File: src/rtl/rt_pkg.sv
// Shared types for the router channel receiver: FSM states, field widths and
// the FIFO entry layout.
package rt_pkg;

  localparam int unsigned RT_ADDR_BITS = 4;
  localparam int unsigned RT_BYTE_BITS = 8;

  typedef enum logic [1:0] {
    RX_IDLE,
    RX_ADDR,
    RX_PAD,
    RX_DATA
  } rt_rx_state_t;

  typedef struct packed {
    logic [RT_ADDR_BITS-1:0] dst;
    logic                    sop;
    logic                    eop;
    logic [RT_BYTE_BITS-1:0] data;
  } rt_rx_entry_t;

endpackage

File: src/rtl/rt_sync_fifo.sv
// Synchronous FIFO with a registered head. A pushed entry becomes visible on
// rdata_o/rvalid_o one cycle after it is written. Capacity is DEPTH entries,
// and the head register holds a copy of an entry that is still in storage.
module rt_sync_fifo #(
  parameter int unsigned W     = 8,
  parameter int unsigned DEPTH = 8
) (
  input  logic         clk_i,
  input  logic         rst_i,
  input  logic         push_i,
  input  logic [W-1:0] wdata_i,
  input  logic         pop_i,
  output logic         full_o,
  output logic         rvalid_o,
  output logic [W-1:0] rdata_o
);

  localparam int unsigned AW = $clog2(DEPTH);

  logic [W-1:0]  mem_q [DEPTH];
  logic [AW-1:0] wr_q, wr_d, rd_q, rd_d;
  logic [AW:0]   cnt_q, cnt_d, cnt_np;
  logic          empty, do_push, do_pop;
  logic          rvalid_q;
  logic [W-1:0]  rdata_q;

  assign empty    = (cnt_q == '0);
  assign full_o   = (cnt_q == (AW+1)'(DEPTH));
  assign do_pop   = pop_i && !empty;
  assign do_push  = push_i && (!full_o || do_pop);
  assign rvalid_o = rvalid_q;
  assign rdata_o  = rdata_q;

  // Pointer/count update; the head is refreshed from entries stored before
  // this cycle so a same-cycle push only shows up one cycle later.
  always_comb begin
    wr_d   = wr_q;
    rd_d   = rd_q;
    cnt_np = cnt_q;
    if (do_pop) begin
      rd_d   = rd_q + 1'b1;
      cnt_np = cnt_q - 1'b1;
    end
    cnt_d = cnt_np;
    if (do_push) begin
      wr_d  = wr_q + 1'b1;
      cnt_d = cnt_np + 1'b1;
    end
  end

  // Storage write port.
  always_ff @(posedge clk_i) begin
    if (do_push) mem_q[wr_q] <= wdata_i;
  end

  // Pointers, occupancy and registered head.
  always_ff @(posedge clk_i) begin
    if (rst_i) begin
      wr_q     <= '0;
      rd_q     <= '0;
      cnt_q    <= '0;
      rvalid_q <= 1'b0;
      rdata_q  <= '0;
    end else begin
      wr_q     <= wr_d;
      rd_q     <= rd_d;
      cnt_q    <= cnt_d;
      rvalid_q <= (cnt_np != '0);
      if (cnt_np != '0) rdata_q <= mem_q[rd_d];
    end
  end

endmodule

File: src/rtl/rt_chnl_rx.sv
// Single-channel router input receiver: deserializes din/frame_n/valid_n into
// bytes tagged with destination, buffered in a small FIFO.
// Optional build macro RT_CHNL_RX_PAD_CHECK_EN: treat din==0 or valid_n==0
// during the pad phase as a framing error.
module rt_chnl_rx
  import rt_pkg::*;
#(
  parameter int unsigned FIFO_DEPTH = 8,
  parameter int unsigned PAD_CYCLES = 5
) (
  input  logic       clock,
  input  logic       reset,
  input  logic       din,
  input  logic       frame_n,
  input  logic       valid_n,
  output logic       m_valid,
  input  logic       m_ready,
  output logic [7:0] m_data,
  output logic [3:0] m_dst,
  output logic       m_sop,
  output logic       m_eop,
  output logic       busy,
  output logic       err_frame,
  output logic       err_ovf
);

  localparam int unsigned CW = $clog2((PAD_CYCLES > RT_ADDR_BITS) ? PAD_CYCLES : RT_ADDR_BITS);

  rt_rx_state_t            state_q, state_d;
  logic [CW-1:0]           cnt_q, cnt_d;
  logic [2:0]              bcnt_q, bcnt_d;
  logic [RT_BYTE_BITS-1:0] sh_q, sh_d;
  logic [RT_ADDR_BITS-1:0] dst_q, dst_d;
  logic                    sop_q, sop_d;
  logic                    push, ferr, full, pop;
  logic                    err_frame_q, err_ovf_q;
  rt_rx_entry_t            ent, head;

  assign pop       = m_valid && m_ready;
  assign busy      = (state_q != RX_IDLE);
  assign err_frame = err_frame_q;
  assign err_ovf   = err_ovf_q;
  assign m_dst     = head.dst;
  assign m_sop     = head.sop;
  assign m_eop     = head.eop;
  assign m_data    = head.data;

  // Next-state: address capture, pad counting, bit assembly and framing checks.
  always_comb begin
    state_d = state_q;
    cnt_d   = cnt_q;
    bcnt_d  = bcnt_q;
    sh_d    = sh_q;
    dst_d   = dst_q;
    sop_d   = sop_q;
    push    = 1'b0;
    ferr    = 1'b0;
    ent     = '0;
    case (state_q)
      RX_IDLE: begin
        if (!frame_n) begin
          dst_d    = '0;
          dst_d[0] = din;
          cnt_d    = CW'(1);
          bcnt_d   = '0;
          sop_d    = 1'b1;
          state_d  = RX_ADDR;
        end
      end
      RX_ADDR: begin
        if (frame_n) begin
          ferr    = 1'b1;
          state_d = RX_IDLE;
        end else begin
          dst_d[cnt_q[1:0]] = din;
          if (cnt_q == CW'(RT_ADDR_BITS - 1)) begin
            cnt_d   = '0;
            state_d = RX_PAD;
          end else begin
            cnt_d = cnt_q + 1'b1;
          end
        end
      end
      RX_PAD: begin
`ifdef RT_CHNL_RX_PAD_CHECK_EN
        if (frame_n || !din || !valid_n) begin
`else
        if (frame_n) begin
`endif
          ferr    = 1'b1;
          state_d = RX_IDLE;
        end else if (cnt_q == CW'(PAD_CYCLES - 1)) begin
          bcnt_d  = '0;
          state_d = RX_DATA;
        end else begin
          cnt_d = cnt_q + 1'b1;
        end
      end
      RX_DATA: begin
        if (!valid_n) begin
          sh_d[bcnt_q] = din;
          if (bcnt_q == 3'd7) begin
            push     = 1'b1;
            ent.dst  = dst_q;
            ent.sop  = sop_q;
            ent.eop  = frame_n;
            ent.data = sh_d;
            // sop is consumed even when the byte is dropped on overflow.
            sop_d    = 1'b0;
            bcnt_d   = '0;
            if (frame_n) state_d = RX_IDLE;
          end else if (frame_n) begin
            ferr    = 1'b1;
            bcnt_d  = '0;
            state_d = RX_IDLE;
          end else begin
            bcnt_d = bcnt_q + 1'b1;
          end
        end
      end
      default: state_d = RX_IDLE;
    endcase
  end

  // FSM, counters, shift register and registered error pulses.
  always_ff @(posedge clock) begin
    if (reset) begin
      state_q     <= RX_IDLE;
      cnt_q       <= '0;
      bcnt_q      <= '0;
      sh_q        <= '0;
      dst_q       <= '0;
      sop_q       <= 1'b0;
      err_frame_q <= 1'b0;
      err_ovf_q   <= 1'b0;
    end else begin
      state_q     <= state_d;
      cnt_q       <= cnt_d;
      bcnt_q      <= bcnt_d;
      sh_q        <= sh_d;
      dst_q       <= dst_d;
      sop_q       <= sop_d;
      err_frame_q <= ferr;
      err_ovf_q   <= push && full && !pop;
    end
  end

  rt_sync_fifo #(
    .W    ($bits(rt_rx_entry_t)),
    .DEPTH(FIFO_DEPTH)
  ) u_fifo (
    .clk_i   (clock),
    .rst_i   (reset),
    .push_i  (push),
    .wdata_i (ent),
    .pop_i   (pop),
    .full_o  (full),
    .rvalid_o(m_valid),
    .rdata_o (head)
  );

endmodule

File: config.mk
export PLATFORM = sky130hd
export DESIGN_NAME = rt_chnl_rx
export DESIGN_NICKNAME = d
export VERILOG_FILES = /design/src/rtl/rt_pkg.sv /design/src/rtl/rt_sync_fifo.sv /design/src/rtl/rt_chnl_rx.sv
export SDC_FILE = /design/constraint.sdc
export NUM_CORES = 1
export LEC_CHECK = 0
export CORE_ASPECT_RATIO = 1.2
export CORE_MARGIN = 1
export CORE_UTILIZATION = 50
export CTS_BUF_LIST = sky130_fd_sc_hd__clkbuf_4 sky130_fd_sc_hd__clkbuf_8
export DETAILED_ROUTE_END_ITERATION = 8
export HOLD_SLACK_MARGIN = 0.08
export MAX_ROUTING_LAYER = met4
export PLACE_DENSITY_LB_ADDON = 0.15
export SLEW_MARGIN = 25
export SYNTH_ARGS = -nofsm -noshare
export SYNTH_HDL_FRONTEND = slang
export SYNTH_HIERARCHICAL = 1
export SYNTH_SLANG_ARGS = --single-unit
File: constraint.sdc
create_clock -name clock -period 5.75 [get_ports clock]
set_input_delay 0.575 -clock clock [delete_from_list [all_inputs] [get_ports clock]]
set_output_delay 0.575 -clock clock [all_outputs]
set_load 0.02 [all_outputs]
layer_met1.png
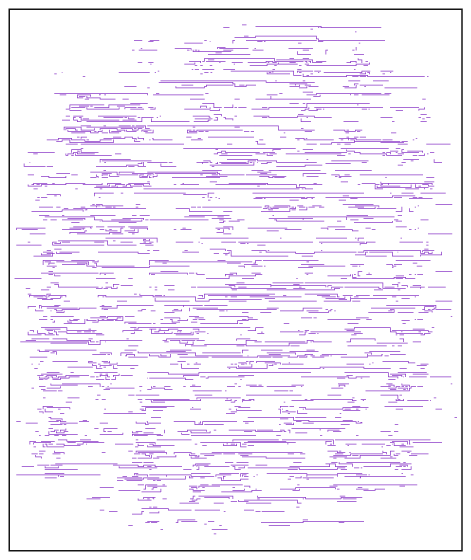
wire length on this layer: 6270 um
main direction: horizontal

layer_met2.png
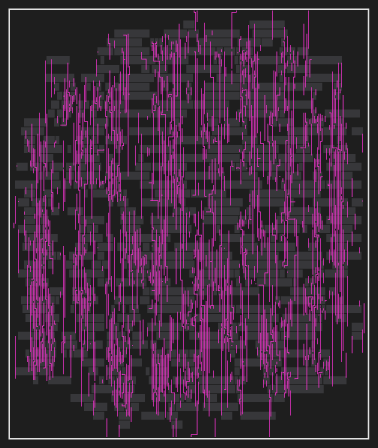
longest straight run: 53.9 um
wire length on this layer: 7690 um

placement.png
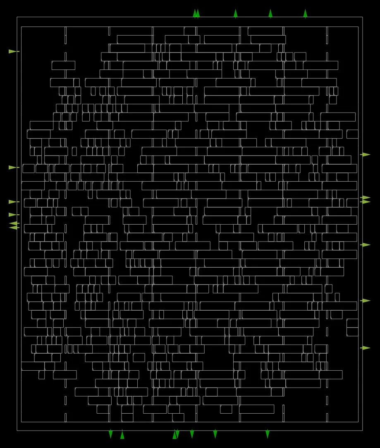
sequential cell area share: 56.7%
Post-Route Utilization: 57.1%
floorplan row count: 46
core area: 0.0134 mm^2

==> impl_report.txt <==
IMPLEMENTATION SUMMARY REPORT
----------------------------------------------------
[Synthesis]
  Complex Gates by Area ........................ 14.4%
  Total cell area reported by yosys after synthesis ........................ 0.00693 mm^2
  Library cell with the largest summed area after synthesis ........................ edfxtp_1
  Share of synthesized area occupied by flip-flops and latches ........................ 62.4%
  Unique cell types ........................ 62
  Dominant kind of combinational cell ........................ simple AND/OR/NAND/NOR gates
  Proportion of synthesized flip-flops having asynchronous set or reset ........................ 0%
  MUX share of area ........................ about 1.0%
  Cell Area, Synth ........................ 0.00693 mm^2
  Registers, synthesis ........................ between 150 and 200
  Synth Net Count ........................ 622
  Post-synth EDFFs ........................ 112
  Post-Synth Simple-Gate Area ........................ about 15%
  Share of the synthesized netlist area taken by xor and xnor gates ........................ 0.632%
  Most instantiated flip-flop cell in the synthesis netlist ........................ edfxtp_1
  Area fraction in full adders, half adders and majority gates ........................ 3.07%
  Average cell area after synthesis ........................ 11.6 um^2
  Instance tally after logic synthesis ........................ between 500 and 600
  Area leader share ........................ 48.6%
  Most numerous cell types in the synthesized netlist ........................ edfxtp_1 (112), nand2_1 (104), a21oi_1 (54)
  Count leader, synth ........................ edfxtp_1

[Critical path]
  Slowest stage cell, crit path ........................ nor2_2
  CP Data Arrival Time ........................ 3200 ps
  Type of element launching the critical path ........................ register
  Type of the setup path with the least slack ........................ register to register
  Critical-path maximum fanout ........................ 16
  CP Depth ........................ 8
  Crit-path leading delay family ........................ simple AND/OR/NAND/NOR gates
  Req. time, crit path ........................ between 5000 and 6000 ps
  Buf+Inv Stages, Crit Path ........................ 2
  Kind of capture point of the worst setup path ........................ register
  Reg2reg start ........................ bcnt_q[0]$_SDFFE_PP0P_
  Critical Path Source ........................ bcnt_q[0]$_SDFFE_PP0P_
  R2r setup slk ........................ roughly 2600 ps

[Job]
  Warning total across the stage logs ........................ 34
  MaxCap Viol Count ........................ 0

[Final layout]
  Count of non-filler cells in the finished layout ........................ 793
  Fraction of layout cells with a size suffix above 1 ........................ between 9 and 10%
  Count of non-CTS buffers in the layout ........................ 27
  Biggest area consumer among cell classes ........................ flip-flops and latches
  Number of combinational gates with multiple inputs ........................ roughly 390
  Comb area ........................ 0.00241 mm^2
  Registers ........................ ~160
  Register with the most flip-flops ........................ u_fifo/mem_q
  Relative area change from synthesis to final layout ........................ 10.0%
  Proportion of final cell area spent on non-clock buffers ........................ ~3.4%
  Share of cell area taken by multi-input logic gates ........................ 31.6%
  Most frequent logic cells in the routed design ........................ edfxtp_1 (112), nand2_1 (104), a21oi_1 (54)
  Final nets ........................ 635
  Most numerous logic cell after layout ........................ edfxtp_1
  Number of flip-flops in the largest register ........................ ~110
  Area taken by flip-flops and latches ........................ about 0.0043 mm^2
  Final std cell area, no fill ........................ 0.00762 mm^2
  Number of diodes ........................ 0

[GRT]
  GR Util All Layers ........................ 23.2%
  Vias in the first global route ........................ 4607
  Met2 global-route usage ........................ 39.1%
  Initial antenna violation count ........................ 0
  First-pass GRT wire length ........................ 23500 um
  Total overflow reported by the global router ........................ 0
  Global-route track usage on met1 ........................ 26.3%
  Met3 global-route usage ........................ 5.61%
  Pin count of the biggest net entering global routing ........................ just under 60

[Run status]
  Status ........................ complete, no violations

[Pwr]
  Total power density per cell area ........................ 264 mW/mm^2
  Internal power contribution ........................ 1.56 mW
  Share of total power in the clock network ........................ between 30% and 40%
  Fraction of power consumed by combinational cells ........................ under 10%
  Total power ........................ 2.01 mW

[Place]
  Placed inst area ........................ around 0.0073 mm^2
  Placer Congestion ........................ 0.820
  Detailed placement HPWL ........................ 9480 um
  Worst Setup Slack post-DPL ........................ 2270 ps
  Number of I/O port buffers ........................ 23

[Min path]
  HP Start ........................ u_fifo/rdata_o[4]$_SDFFE_PP0P_
  HP Class ........................ register to register
  Instance count along the most critical hold path ........................ 1

[Timing]
  Worst hold-check slack ........................ 470 ps
  Final number of hold-violating endpoints ........................ 0
  Maximum frequency from static timing analysis ........................ 320 MHz
  Normalized max-slew margin ........................ roughly 33%
  Worst Slack Setup Final ........................ 2620 ps
  Setup clock skew after layout ........................ 18.7 ps
  Final Cycle Share ........................ 54.4%
  Unrepaired setup endpoints after global routing ........................ no
  Final count of pins violating max slew ........................ 0
  Sum of negative setup slack ........................ 0 ps

[Clocking]
  Maximum level of the CTS H-tree ........................ 4
  Number of buffers created by CTS ........................ 17
  Number of buffers inserted by hold repair at cts ........................ 0
  TritonCTS clock tree ........................ done
  Setup bufs post-CTS ........................ 0
  Number of gates resized after CTS ........................ 0
  Clock Sinks ........................ 160

[Floorplan]
  Ports placed on the boundary ........................ 24
  Well Taps ........................ 168
  Chip Height ........................ about 130 um
  Floorplan die area ........................ ~0.014 mm^2

[Detailed routing]
  Routed WL ........................ 14900 um
  Starting DRT DRC Count ........................ roughly 290
  Met2 routed wirelength ........................ 7690 um
  Met1 routed wirelength after detailed routing ........................ 6270 um
  Antenna Nets Post-Route ........................ 0
  Wire per inst ........................ 18.7 um
  Uppermost layer routed ........................ met4

----------------------------------------------------
cell_density.png
The die is cut into 11 by 13 equal tiles; white is low, dark blue is high, 0 to 100% covered.
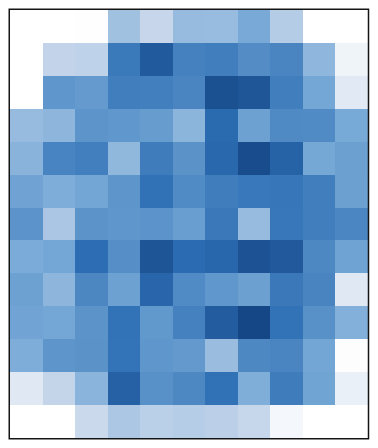
emptiest ninth of the die: top left
nearly empty tiles: 8.4%
mean over tiles: 52%
fullest tile: 91%
tiles over 75% full: 12%

flops_by_reg.png
Other sequential cells in the stronger gray, the rest of the logic in the fainter gray.
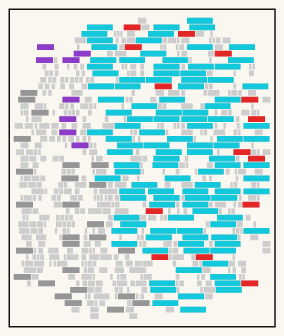
[u_fifo/rdata_o] red | sequential cells: 14
[u_fifo/mem_q] cyan | sequential cells: 112
[sh_q] purple | sequential cells: 8 | where: top left

## worst paths after layout
path	endpoint
max	u_fifo/mem_q[6][8]$_DFFE_PP_
min	u_fifo/rdata_o[4]$_SDFFE_PP0P_
max reg2reg	u_fifo/mem_q[6][8]$_DFFE_PP_
min reg2reg	u_fifo/rdata_o[4]$_SDFFE_PP0P_
## power by group through the flow
stage / Sequential (mW) / Combinational [mW] / Clock (mW)
final: 1.22 / 0.0775 / 0.708
after global routing: 1.22 / 0.0847 / 0.781
after detailed placement: 1.25 / 0.0770 / 0
after CTS: 1.22 / 0.0774 / 0.729
after floorplan: 1.25 / 0.0586 / 0
after global placement: 1.25 / 0.0753 / 0
Power and IR drop assume default switching activity.
